**src/rtl/sudoku_pkg.sv**
```systemverilog
// Shared constants and helpers for the sudoku game sequencer.
package sudoku_pkg;

  localparam int CELLS        = 81;
  localparam int DIM          = 9;
  localparam int PUZZLE_CELLS = 81;

  // State encodings are visible on the state output, so they stay fixed values.
  localparam logic [2:0] ST_IDLE  = 3'd0;
  localparam logic [2:0] ST_LOAD  = 3'd1;
  localparam logic [2:0] ST_PLAY  = 3'd2;
  localparam logic [2:0] ST_CHECK = 3'd3;
  localparam logic [2:0] ST_WIN   = 3'd4;

  // Scan counter runs 0..81: cells 0..80 are addressed, the last step drains the read pipe.
  localparam logic [6:0] LAST_CELL = 7'd80;
  localparam logic [6:0] SCAN_END  = 7'd81;

  function automatic logic [8:0] puzzle_base(input logic [1:0] sel);
    return 9'(sel) * 9'(PUZZLE_CELLS);
  endfunction

  function automatic logic [6:0] cell_index(input logic [3:0] row, input logic [3:0] col);
    return {3'b000, row} * 7'd9 + {3'b000, col};
  endfunction

  function automatic logic [3:0] third(input logic [3:0] v);
    if (v >= 4'd6)      return 4'd2;
    else if (v >= 4'd3) return 4'd1;
    else                return 4'd0;
  endfunction

  function automatic logic [3:0] box_of(input logic [3:0] row, input logic [3:0] col);
    return third(row) * 4'd3 + third(col);
  endfunction

endpackage

```
**src/rtl/sudoku_conflict_scan.sv**
```systemverilog
// Row/column/box duplicate and empty-cell detector, fed one cell per cycle in index order.
module sudoku_conflict_scan
  import sudoku_pkg::*;
(
  input  logic       clk,
  input  logic       rst_n,
  input  logic       i_start,
  input  logic       i_en,
  input  logic [3:0] i_digit,
  output logic       o_bad
);

  logic [8:0] r_row_seen [DIM];
  logic [8:0] r_col_seen [DIM];
  logic [8:0] r_box_seen [DIM];
  logic [3:0] r_row;
  logic [3:0] r_col;
  logic       r_bad;

  logic [3:0] w_box;
  logic [8:0] w_bit;
  logic       w_hit;

  // One-hot digit and hit test; o_bad already includes the cell presented this cycle.
  always_comb begin
    w_box = box_of(r_row, r_col);
    w_bit = '0;
    if (i_digit >= 4'd1 && i_digit <= 4'd9) w_bit = 9'd1 << (i_digit - 4'd1);
    w_hit = (w_bit == '0) ||
            (|(w_bit & (r_row_seen[r_row] | r_col_seen[r_col] | r_box_seen[w_box])));
    o_bad = r_bad | (i_en & w_hit);
  end

  // Seen masks and cell position, cleared when a new scan begins.
  always_ff @(posedge clk) begin
    if (!rst_n || i_start) begin
      for (int unsigned i = 0; i < DIM; i++) begin
        r_row_seen[i] <= '0;
        r_col_seen[i] <= '0;
        r_box_seen[i] <= '0;
      end
      r_row <= '0;
      r_col <= '0;
      r_bad <= 1'b0;
    end else if (i_en) begin
      r_row_seen[r_row] <= r_row_seen[r_row] | w_bit;
      r_col_seen[r_col] <= r_col_seen[r_col] | w_bit;
      r_box_seen[w_box] <= r_box_seen[w_box] | w_bit;
      r_bad             <= o_bad;
      if (r_col == 4'd8) begin
        r_col <= '0;
        r_row <= r_row + 4'd1;
      end else begin
        r_col <= r_col + 4'd1;
      end
    end
  end

endmodule

```
**src/rtl/sudoku_game_seq.sv**
```systemverilog
// Sudoku game sequencer: puzzle load from ROM, cursor/digit entry, full-board check.
module sudoku_game_seq
  import sudoku_pkg::*;
(
  input  logic       clk,
  input  logic       rst_n,
  input  logic       btn_start,
  input  logic       btn_up,
  input  logic       btn_down,
  input  logic       btn_left,
  input  logic       btn_right,
  input  logic       digit_valid,
  input  logic [3:0] digit,
  input  logic [1:0] puzzle_sel,
  output logic [8:0] rom_addr,
  input  logic [4:0] rom_data,
  output logic       brd_we,
  output logic [6:0] brd_addr,
  output logic [4:0] brd_wdata,
  input  logic [4:0] brd_rdata,
  output logic [2:0] state,
  output logic [3:0] cursor_row,
  output logic [3:0] cursor_col,
  output logic       busy,
  output logic       win
);

  logic [2:0]       r_state;
  logic [6:0]       r_cnt;
  logic [8:0]       r_rom_addr;
  logic [CELLS-1:0] r_given;
  logic [3:0]       r_row;
  logic [3:0]       r_col;

  logic [6:0] w_cur_idx;
  logic [6:0] w_load_cell;
  logic       w_play_wr;
  logic       w_scan_en;
  logic       w_bad;
  logic       w_unused_flag;

  assign w_unused_flag = brd_rdata[4];

  sudoku_conflict_scan u_scan (
    .clk     (clk),
    .rst_n   (rst_n),
    .i_start (w_play_wr),
    .i_en    (w_scan_en),
    .i_digit (brd_rdata[3:0]),
    .o_bad   (w_bad)
  );

  // Board port: LOAD writes the ROM word one cycle behind its address, PLAY writes the
  // pre-move cursor cell, CHECK only reads.
  always_comb begin
    w_cur_idx   = cell_index(r_row, r_col);
    w_load_cell = r_cnt - 7'd1;
    w_play_wr   = (r_state == ST_PLAY) && !btn_start && digit_valid &&
                  (digit <= 4'd9) && !r_given[w_cur_idx];
    w_scan_en   = (r_state == ST_CHECK) && (r_cnt != '0);
    brd_we      = 1'b0;
    brd_addr    = '0;
    brd_wdata   = '0;
    case (r_state)
      ST_LOAD: if (r_cnt != '0) begin
        brd_we    = 1'b1;
        brd_addr  = w_load_cell;
        brd_wdata = rom_data;
      end
      ST_PLAY: if (w_play_wr) begin
        brd_we    = 1'b1;
        brd_addr  = w_cur_idx;
        brd_wdata = {1'b0, digit};
      end
      ST_CHECK: if (r_cnt <= LAST_CELL) brd_addr = r_cnt;
      default: ;
    endcase
  end

  // Game state, scan counter, ROM address, given mask and cursor.
  always_ff @(posedge clk) begin
    if (!rst_n) begin
      r_state    <= ST_IDLE;
      r_cnt      <= '0;
      r_rom_addr <= '0;
      r_given    <= '0;
      r_row      <= '0;
      r_col      <= '0;
    end else begin
      case (r_state)
        ST_IDLE: if (btn_start) begin
          r_state    <= ST_LOAD;
          r_cnt      <= '0;
          r_rom_addr <= puzzle_base(puzzle_sel);
        end
        ST_LOAD: begin
          if (r_cnt != '0) r_given[w_load_cell] <= rom_data[4];
          if (r_cnt == SCAN_END) begin
            r_state <= ST_PLAY;
            r_cnt   <= '0;
            r_row   <= '0;
            r_col   <= '0;
          end else begin
            r_cnt <= r_cnt + 7'd1;
            if (r_cnt < LAST_CELL) r_rom_addr <= r_rom_addr + 9'd1;
          end
        end
        ST_PLAY: begin
          if (btn_start) begin
            r_state    <= ST_LOAD;
            r_cnt      <= '0;
            r_rom_addr <= puzzle_base(puzzle_sel);
          end else begin
            if (w_play_wr) begin
              r_state <= ST_CHECK;
              r_cnt   <= '0;
            end
            // The write above already used the old cursor, so the move applies alongside it.
            if (btn_up)         r_row <= (r_row == 4'd0) ? 4'd8 : r_row - 4'd1;
            else if (btn_down)  r_row <= (r_row == 4'd8) ? 4'd0 : r_row + 4'd1;
            else if (btn_left)  r_col <= (r_col == 4'd0) ? 4'd8 : r_col - 4'd1;
            else if (btn_right) r_col <= (r_col == 4'd8) ? 4'd0 : r_col + 4'd1;
          end
        end
        ST_CHECK: begin
          if (r_cnt == SCAN_END) begin
            r_state <= w_bad ? ST_PLAY : ST_WIN;
            r_cnt   <= '0;
          end else begin
            r_cnt <= r_cnt + 7'd1;
          end
        end
        ST_WIN: if (btn_start) r_state <= ST_IDLE;
        default: r_state <= ST_IDLE;
      endcase
    end
  end

  assign rom_addr   = r_rom_addr;
  assign state      = r_state;
  assign cursor_row = r_row;
  assign cursor_col = r_col;
  assign busy       = (r_state == ST_LOAD) || (r_state == ST_CHECK);
  assign win        = (r_state == ST_WIN);

endmodule

```
**config.mk**
```make
export PLATFORM = sky130hd
export DESIGN_NAME = sudoku_game_seq
export DESIGN_NICKNAME = d
export VERILOG_FILES = /design/src/rtl/sudoku_pkg.sv /design/src/rtl/sudoku_conflict_scan.sv /design/src/rtl/sudoku_game_seq.sv
export SDC_FILE = /design/constraint.sdc
export NUM_CORES = 1
export LEC_CHECK = 0
export ABC_CLOCK_PERIOD_IN_PS = 5400
export CAP_MARGIN = 30
export CORE_AREA = 2 2 207 209
export DETAILED_ROUTE_END_ITERATION = 6
export DIE_AREA = 0 0 209 211
export PLACE_DENSITY = 0.79
export RECOVER_POWER = 25
export SLEW_MARGIN = 15
export SYNTH_ARGS = -nofsm -noshare
export SYNTH_HDL_FRONTEND = slang
export SYNTH_SLANG_ARGS = --single-unit
```
**constraint.sdc**
```tcl
create_clock -name clk -period 5.4 [get_ports clk]
set_clock_uncertainty 0.15 [all_clocks]
set_input_delay 0.81 -clock clk [delete_from_list [all_inputs] [get_ports clk]]
set_output_delay 0.81 -clock clk [all_outputs]
set_load 0.02 [all_outputs]
```
### Placement view, run 1

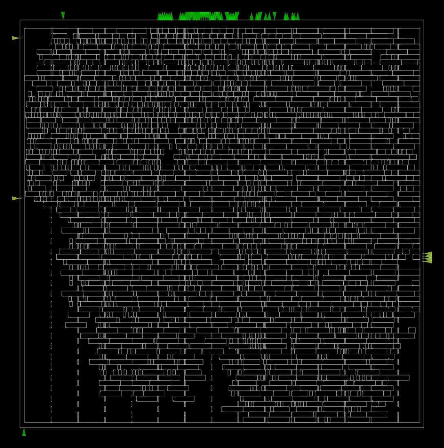
well tap count: 539
Post-Layout Cell Count: 2718
std cell rows: 75
Flop Count: 557
flop share of the area: 53.3%

### M3 wires, run 1

(2 px per um)
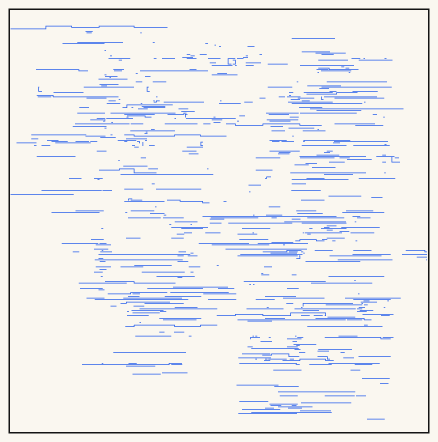
share of all routed wire: 9.1%
longest straight run: 66.7 um
wire length on this layer: 5740 um
main direction: horizontal

### Wiring by layer, run 1

(2 px per um) Two of the layers only.
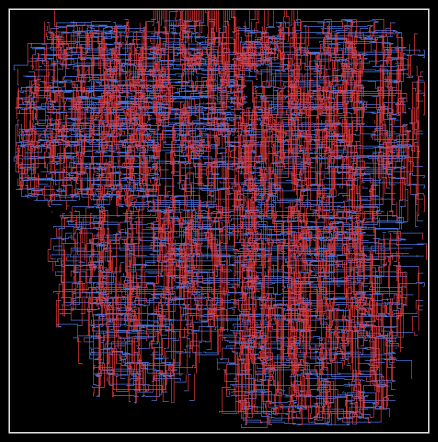
[red] metal 2 | wire length: 30.8 mm
[blue] metal 1 | wire length: 23.7 mm

==> flow.log, run 1 <==
[report] extracting results
[metrics] share of flip-flops with an asynchronous set or reset after synthesis: 0%
[metrics] leakage power summed over all cells: ~9.8 nW
[metrics] r2r startpoint: cursor_row[0]$_SDFFE_PN0P_
[metrics] CTS tree: yes
[metrics] slew of the pin with the lowest slew margin: roughly 1.7 ns
[metrics] library cell used as clock root buffer: clkbuf_16
[metrics] crit-path cells: buf_4, ha_1, ha_1, ha_1, nor2b_1, o21a_1, or3_1, and2_1, o311a_1, o31ai_2, o22ai_1, dlygate4sd2_1
[metrics] tally of filler cells in the layout: ~2800
[metrics] number of clock sinks seen by CTS: 557
[metrics] Worst slew margin: -15.0%
[metrics] post-synthesis cell count from yosys: a little over 2000
[metrics] proportion of netlist area held by the largest area contributor: a little over 50%
[metrics] Syn Std Cell Area: roughly 26000 um^2
[metrics] Achievable Freq: around 0.19 GHz
[metrics] post-synthesis sequential area ratio: 60.2%
[metrics] origin of the worst min-delay path: r_given[56]$_SDFFE_PN0P_
[metrics] top area cells in the synthesized netlist: edfxtp_1, mux4_2, dfxtp_1
[metrics] fraction of layout instances using a drive strength above 1: 15.8%
[metrics] via count: between 15000 and 20000
[metrics] floorplan die area: ~44000 um^2
[metrics] wire length of the first global-routing pass: 96800 um
[metrics] total wire length after detailed routing: about 63000 um
[metrics] WP data required: approximately 4.4 ns
[metrics] Gate Area: ~9600 um^2
[metrics] endpoint with the worst hold slack: r_given[56]$_SDFFE_PN0P_
[metrics] net total in the final layout: between 2000 and 2500
[metrics] VDD IR-drop max: 264 uV
[metrics] DP Wirelength: about 41000 um
[metrics] post-route cell area: ~29000 um^2
[metrics] DRC viols: 0
[metrics] fin util: approximately 70%
[metrics] yosys synthesis warning count: 0
[metrics] CP endpoint kind: primary output
[metrics] crit path DAT: between 4 and 5 ns
[metrics] Tcrit/Tclk final: 98.4%
[metrics] maximum capacitance violations: 1
[metrics] clock buffers created by TritonCTS: approximately 54
[metrics] H-tree depth: 2
[metrics] initial standard-cell utilization of the core: about three fifths
[metrics] shortest period the worst path allows: between 5 and 6 ns
[metrics] cell taking the most area after synthesis: edfxtp_1
[metrics] Clk Latency, worst-skew pair: 0.61 ns
[metrics] Remaining Overflow, GRT: 0
[metrics] final setup violating endpoints: 0
[metrics] warning total across the stage logs: 39
[metrics] die width: 209 um
[metrics] Routed WL per cell: about 23 um
[metrics] Slew Limit Fails: 22
[metrics] syn_nets: 2123
[metrics] antenna violations before repair: 1
[metrics] total iterations of the first detailed-routing run: 6
[metrics] cell with the most instances on the worst path: ha_1
[metrics] sequential standard cell area: 15500 um^2
[metrics] endpoint of the lowest-slack register-to-register path: u_scan.r_col_seen[6][3]$_SDFFCE_PN0P_
[metrics] violated checks: capacitance limit, slew limit
[metrics] critical path class: reg2out
[metrics] Port Buffers: 57
[metrics] critical-path maximum fanout: 6
[metrics] Placed Instance Area: 26900 um^2
[metrics] pin count of the biggest net entering global routing: ~80
[metrics] top post-synthesis cells by count: edfxtp_1, nor2_1, nand2_1
[metrics] Avg Inst Size Synth: 12.4 um^2
[metrics] delay contributed by the slowest stage of the critical path: ~0.44 ns
[metrics] kind of launch point of the worst setup path: flop
[metrics] synthesis-to-finish area growth: 13.0%
[metrics] Chip Area, Yosys: about 26000 um^2
[metrics] Crit-path slowest cell: o311a_1
[metrics] ratio of total power to cell area: 322 nW/um^2
[metrics] status: finished, violations left
[metrics] logic depth of the worst register-to-register path: 15
[metrics] vias in the first global route: about 17000
[metrics] final weighted congestion in routability-driven placement: 0.905
[metrics] core region area: roughly 42000 um^2
[metrics] clock slew at reported path FFs: about 0.070 ns
[metrics] RSZ-0062 raised after global routing: true
[metrics] Hold/Removal Path Class: reg2reg
[metrics] # hold bufs at CTS: 0
[metrics] number of synthesized flops with an enable pin: roughly 430
[metrics] Die Span Y: around 210 um
[metrics] antenna diode instance count: 0
[metrics] maximum buffer depth of the clock tree: 3
[metrics] Distinct lib cells used: between 60 and 70
[metrics] most frequently used flop master after synthesis: edfxtp_1
[metrics] Avg Vias per Cell: about 6.4
[metrics] IO Count: 59
[metrics] source of the critical timing path: cursor_row[0]$_SDFFE_PN0P_
[metrics] Final Total Pwr: a little over 9 mW
[metrics] worst-case hold slack: approximately 0.3 ns
[metrics] worst hold path stage count: 2
[run 1: layer usage]
metal  vias up  track usage, %  routed length, um
met5         -               0                 14
met4         2            11.6               2590
met3       204            5.99               5740
met2       971            47.3              30800
met1      8569            37.3              23700
li1       7780               -                  -
[run 1: state kept, by name, summed over array words and instances, names as in the netlist, named ones only]
register           flops
r_cnt                  7
r_given               81
u_scan.r_row           4
u_scan.r_box_seen    144
u_scan.r_col_seen    144
u_scan.r_row_seen    144
rom_addr               9
cursor_col             4
u_scan.r_bad           1
state                  3
u_scan.r_col           4
cursor_row             4
[run 1: stage by stage]
step | TNS, ns | setup WS, ns | cells
2_1_floorplan | 0 | 0.567 | 2067
3_3_place_gp | 0 | 0.200 | 2607
6_report | 0 | 0.0853 | 2718
4_1_cts | -0.0872 | -0.0436 | 2710
3_5_place_dp | 0 | 0.191 | 2607
5_1_grt | -0.0787 | -0.0319 | 2718
[run 1: cells in the final DEF, fill, tap and decap left out, types with 28 or more instances in the layout]
cell / instances
clkdlybuf4s50_1: 28
mux2i_1: 62
clkbuf_16: 55
nand2_1: 221
nor3_1: 41
o21ai_0: 79
dfxtp_1: 124
ha_1: 29
inv_1: 38
nor2_1: 390
edfxtp_1: 432
a21oi_1: 94
buf_4: 64
mux4_2: 122
nand3_1: 37
[run 1: repair_timing]
item | CTS | global route
endpoints found under the setup margin | 11 | 11
pin swaps | 1 | 3
cloned | 0 | 1
hold endpoints to repair | 0 | 0
buffers inserted | 1 | 3
resized | 18 | 9
[run 1: cell type report]
cell class / instances / share of cell area, %
Clock buffer: 72 / 5.24
Clock inverter: 30 / 1.71
Inverter: 40 / 0.517
Multi-Input combinational cell: 1350 / 33.0
Sequential cell: 557 / 53.3
Tap cell: 539 / 2.32
Timing Repair Buffer: 130 / 3.94
[run 1: how the worst max path moves through the flow]
| stage | to | slack [ns] | cells after the start |
|---|---|---|---|
| 3_5_place_dp | brd_addr[3] | 0.19 | 12 |
| 6_report | brd_addr[2] | 0.09 | 12 |
| 2_1_floorplan | u_scan.r_row_seen[11][0]$_DFFE_PP_ | 0.57 | 12 |
| 3_3_place_gp | brd_addr[3] | 0.20 | 12 |
| 5_1_grt | brd_addr[2] | -0.03 | 12 |
| 4_1_cts | brd_addr[5] | -0.04 | 13 |
[run 1: kinds of logic (layout without fill, tap and decap cells)]
kind of cell,Yosys count,after routing,share of synthesized area [%]
AOI/OAI and AO/OA,278,279,6.84
adders and majority gates,32,32,1.62
and+or+nand+nor,828,828,14.5
buffers and inverters,161,272,2.81
DFF,557,557,60.2
xor gates and xnor gates,24,24,0.818
muxes,187,187,13.2
[run 1: worst max-delay path, delay by kind of cell (launching register included)]
kind,cells,cell delay (ns)
DFF,1,0.34
and+or+nand+nor,3,0.77
adders and majority gates,3,0.98
AOI/OAI and AO/OA,4,1.15
buffers and inverters,2,0.50
[run 1: where the power goes]
part | switching (mW) | internal, mW | total, mW
Combinational | 0.288 | 0.115 | 0.403
Sequential | 0.0277 | 4.67 | 4.70
Clock | 1.65 | 2.61 | 4.25
### Placement by cell class, run 1

(1 px per um)
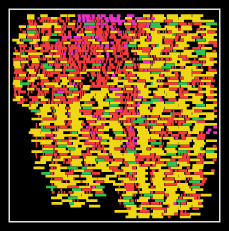

==> run 1 -> run 2 <==
Settings changed: ABC_CLOCK_PERIOD_IN_PS 5400 to 4900, HOLD_SLACK_MARGIN from default to 0.02.
Clock period 5.4 ns to 4.9 ns, I/O delays scaled along.
### Placement by cell class, run 2

(1 px per um)
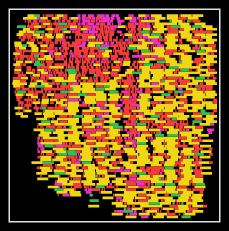
[red] combinational and other logic | cells: 1389
[green] clock drivers and dummy loads | cells: 104
[magenta] other buffers and delay cells | cells: 192
[yellow] flops | cells: 557

==> run 2 against run 1 <==
Effect of this change:
- the run ends with setup timing left
- register-to-register slack got worse by 0.36 ns
- design area increased by 2.3%
- sequential power increased by about 10%
- non-clock buffer count increased by 62
- cell count increased by 2.3%
- routed wire length increased by 2.0%
- largest cell class unchanged
- largest power group unchanged
==> flow.log, run 2 <==
[report] extracting results
[metrics] std cell rows: 75 (unchanged)
[metrics] top post-synthesis cells by count: edfxtp_1, nor2_1, nand2_1 (unchanged)
[metrics] Setup WS post-layout: -0.0663 ns (was 0.0853 ns)
[metrics] endpoint of the lowest-slack register-to-register path: u_scan.r_box_seen[9][6]$_DFFE_PP_ (was u_scan.r_col_seen[6][3]$_SDFFCE_PN0P_)
[metrics] residual antenna-violating net count after detailed routing: 0 (unchanged)
[metrics] logic depth of the worst register-to-register path: 16 (was 15)
[metrics] total wire length after detailed routing: 64000 um (was 62800 um)
[metrics] biggest registers after layout: u_scan.r_box_seen (144), u_scan.r_col_seen (144), u_scan.r_row_seen (144) (unchanged)
[metrics] leakage power summed over all cells: 10.1 nW (was 9.85 nW)
[metrics] critical path class: reg2out (unchanged)
[metrics] Syn Std Cell Area: 25700 um^2 (unchanged)
[metrics] violated checks: setup timing (was capacitance limit, slew limit)
[metrics] maximum capacitance violations: 0 (was 1)
[metrics] # hold bufs at CTS: 0 (unchanged)
[metrics] final setup violating endpoints: 17 (was 0)
[metrics] clock slew at reported path FFs: 0.06 ns (was 0.07 ns)
[metrics] antenna diode instance count: 0 (unchanged)
[metrics] Routed WL per cell: 23.0 um (was 23.1 um)
[metrics] vias in the first global route: 17700 (was 17300)
[metrics] share of flip-flops with an asynchronous set or reset after synthesis: 0% (unchanged)
[metrics] number of synthesized flops with an enable pin: 432 (unchanged)
[metrics] clock buffers created by TritonCTS: 55 (was 54)
[metrics] starting DRC count in detailed routing: 2461 (was 2070)
[metrics] post-synthesis sequential area ratio: 60.2% (unchanged)
[metrics] Distinct lib cells used: 69 (unchanged)
[metrics] Final Total Pwr: 9.97 mW (was 9.36 mW)
[metrics] post-synthesis cell count from yosys: 2067 (unchanged)
[metrics] Crit-path slowest cell: fa_2 (was o311a_1)
[metrics] Avg Vias per Cell: 6.44 (was 6.45)
[metrics] Die Span Y: 211 um (unchanged)
[metrics] number of clock sinks seen by CTS: 557 (unchanged)
[metrics] floorplan die area: 44100 um^2 (unchanged)
[metrics] fraction of layout instances using a drive strength above 1: 18.6% (was 15.8%)
[metrics] worst hold path stage count: 2 (unchanged)
[metrics] final hold violation count: 0 (unchanged)
[metrics] top area cells in the synthesized netlist: edfxtp_1, mux4_2, dfxtp_1 (unchanged)
[metrics] IO Count: 59 (unchanged)
[metrics] slew of the pin with the lowest slew margin: 1.44 ns (was 1.73 ns)
[metrics] CTS tree: yes (unchanged)
[metrics] Chip Area, Yosys: 25700 um^2 (unchanged)
[metrics] library cell used as clock root buffer: clkbuf_16 (unchanged)
[metrics] DP Wirelength: 41900 um (was 41000 um)
[metrics] antenna violations before repair: 1 (unchanged)
[metrics] GRT Util Overall: 29.2% (was 28.6%)
[metrics] Worst slew margin: 3.73% (was -15.0%)
[metrics] kind of launch point of the worst setup path: flop (unchanged)
[metrics] RSZ-0062 raised after global routing: true (unchanged)
[metrics] shortest period the worst path allows: between 4 and 5 ns
[metrics] cell taking the most area after synthesis: edfxtp_1 (unchanged)
[metrics] via count: 17900 (was 17500)
[metrics] syn_nets: 2123 (unchanged)
[metrics] r2r startpoint: cursor_row[0]$_SDFFE_PN0P_ (unchanged)
[metrics] status: finished, violations left (unchanged)
[metrics] endpoint with the worst hold slack: r_given[58]$_SDFFE_PN0P_ (was r_given[56]$_SDFFE_PN0P_)
[metrics] origin of the worst min-delay path: r_given[58]$_SDFFE_PN0P_ (was r_given[56]$_SDFFE_PN0P_)
[metrics] H-tree depth: 2 (unchanged)
[metrics] Tcrit/Tclk final: 101%
[metrics] Port Buffers: 57 (unchanged)
[metrics] most frequent standard cell in the layout excluding fill and tap cells: edfxtp_1 (unchanged)
[metrics] Cells after Synth: 2067 (unchanged)
[metrics] DRC viols: 0 (unchanged)
[metrics] VDD IR-drop max: 268 uV (was 264 uV)
[metrics] synthesis-to-finish area growth: 15.5% (was 13.0%)
[metrics] number of buffer and inverter stages on the critical path: 4 (was 2)
[metrics] delay contributed by the slowest stage of the critical path: 0.68 ns (was 0.44 ns)
[metrics] most frequently used flop master after synthesis: edfxtp_1 (unchanged)
[metrics] cell class contributing the biggest share of worst-path delay: adder cells (was AND-OR/OR-AND gates)
[metrics] Hold/Removal Path Class: reg2reg (unchanged)
[metrics] maximum buffer depth of the clock tree: 3 (unchanged)
[metrics] fin util: 71.1% (was 69.5%)
[metrics] Achievable Freq: 0.201 GHz
[metrics] CP endpoint kind: primary output (unchanged)
[metrics] wire length of the first global-routing pass: 98900 um (was 96800 um)
[metrics] Slew Limit Fails: 0 (was 22)
[metrics] critical-path maximum fanout: 6 (unchanged)
[metrics] top library cells by usage in the layout, fill and taps aside: edfxtp_1, nor2_1, nand2_1 (unchanged)
[metrics] total iterations of the first detailed-routing run: 6 (unchanged)
[metrics] warning total across the stage logs: 39 (unchanged)
[metrics] core region area: 41800 um^2 (unchanged)
[metrics] crit-path cells: ha_4, ha_4, inv_2, fa_2, mux4_2, mux4_2, a211oi_2, buf_4, o31ai_4, buf_12, o21ai_1, buf_4 (was buf_4, ha_1, ha_1, ha_1, nor2b_1, o21a_1, or3_1, and2_1, o311a_1, o31ai_2, o22ai_1, dlygate4sd2_1)
[metrics] Registers, synthesis: 557 (unchanged)
[metrics] proportion of netlist area held by the largest area contributor: 50.5% (unchanged)
[metrics] worst-case hold slack: 0.307 ns (was 0.308 ns)
[metrics] yosys synthesis warning count: 0 (unchanged)
[metrics] register-to-register setup slack: -0.05 ns (was 0.31 ns)
[metrics] die width: 209 um (unchanged)
[metrics] WP data required: 4.01 ns (was 4.44 ns)
[metrics] most numerous cell in the Yosys netlist: edfxtp_1 (unchanged)
[metrics] pin count of the biggest net entering global routing: 82 (unchanged)
[metrics] net total in the final layout: 2251 (was 2189)
[metrics] crit path DAT: 4.08 ns (was 4.35 ns)
[metrics] final weighted congestion in routability-driven placement: 0.898 (was 0.905)
[metrics] Clk Latency, worst-skew pair: 0.63 ns (was 0.61 ns)
[metrics] initial standard-cell utilization of the core: 61.5% (unchanged)
[metrics] ratio of total power to cell area: 336 nW/um^2 (was 322 nW/um^2)
[metrics] Avg Inst Size Synth: 12.4 um^2 (unchanged)
[metrics] Remaining Overflow, GRT: 0 (unchanged)
### Placement view, run 2

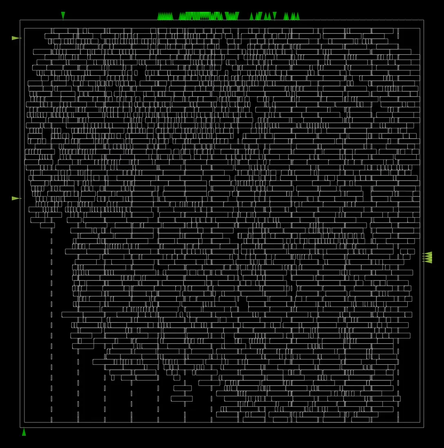
tally of filler cells in the layout: 2598
flop share of the area: 52.1%

run 2: netlist changes by cell type in the layout (fill, tap and decap cells not counted), sizes merged, moves of 3 or more:
cell / delta
buf: +63
clkbuf: +18
bufinv: -11
dlygate4sd2: -8
clkdlybuf4s50: -7
dlygate4sd3: +7
clkinv: +3
run 2: cell families after synthesis:
group                    after synthesis  synth area share, %
AND-OR/OR-AND                        278                 6.84
XOR/XNOR                              24                0.818
adder cells (fa/ha/maj)               32                 1.62
buffers and inverters                161                 2.81
flip-flops                           557                 60.2
multiplexers                         187                 13.2
AND/OR/NAND/NOR                      828                 14.5
run 2: how the worst max path moves through the flow:
stage,from,to,slack [ns],cells past startpoint
after floorplan,cursor_row[0]$_SDFFE_PN0P_,u_scan.r_row_seen[11][0]$_DFFE_PP_,0.07,12
after global routing,cursor_col[1]$_SDFFE_PN0P_,brd_wdata[2],-0.19,12
after CTS,cursor_row[1]$_SDFFE_PN0P_,brd_addr[5],-0.06,12
final,cursor_col[1]$_SDFFE_PN0P_,brd_wdata[2],-0.07,12
after detailed placement,cursor_row[1]$_SDFFE_PN0P_,brd_addr[5],-0.12,11
after global placement,cursor_row[1]$_SDFFE_PN0P_,brd_addr[5],-0.08,11
run 2: through the flow:
step | worst slack [ns] | cells | TNS (ns) | area (um^2)
2_1_floorplan | 0.0665 | 2067 | 0 | 25700
6_report | -0.0663 | 2781 | -0.664 | 29700
3_3_place_gp | -0.0772 | 2667 | -0.110 | 27600
5_1_grt | -0.194 | 2781 | -18.27 | 29700
4_1_cts | -0.0641 | 2778 | -0.220 | 29600
3_5_place_dp | -0.118 | 2669 | -0.658 | 27700
run 2: area by class of cell:
cell class,count,area (um^2)
flip-flops and latches,557,15500
fillers,2598,12100
multi-input cells,1349,9660
repair buffers,192,1870
clock buffers,82,1670
well taps,539,674
clock inverters,22,176
inverters,40,150
run 2: timing repair:
action,4_1_cts,5_1_grt
cloned,1,0
pin swaps,5,3
endpoints found under the hold margin,0,0
resized,86,22
buffers inserted,4,1
setup endpoints to repair,51,288
run 2: metal layers:
layer  global-route usage, %  wire (um)  up-vias
li1                        -          -     7900
met5                       0          0        -
met1                    38.7      24000     8878
met3                    4.42       5310      182
met2                    49.4      32300      947
met4                    10.9       2360        0
run 2: power by group:
group	total, mW	internal [mW]	switching, mW
registers	5.18	5.15	0.0318
logic	0.505	0.174	0.330
clock network	4.28	2.47	1.82
total	9.97	7.79	2.18
run 2: tightest hold or removal path, delay by kind of cell, from the launching register on:
kind	cells	cell delay (ns)
AND/OR/NAND/NOR	1	0.05
AND-OR/OR-AND	1	0.05
flip-flops	1	0.31
Power is estimated from default activity; no workload was simulated.
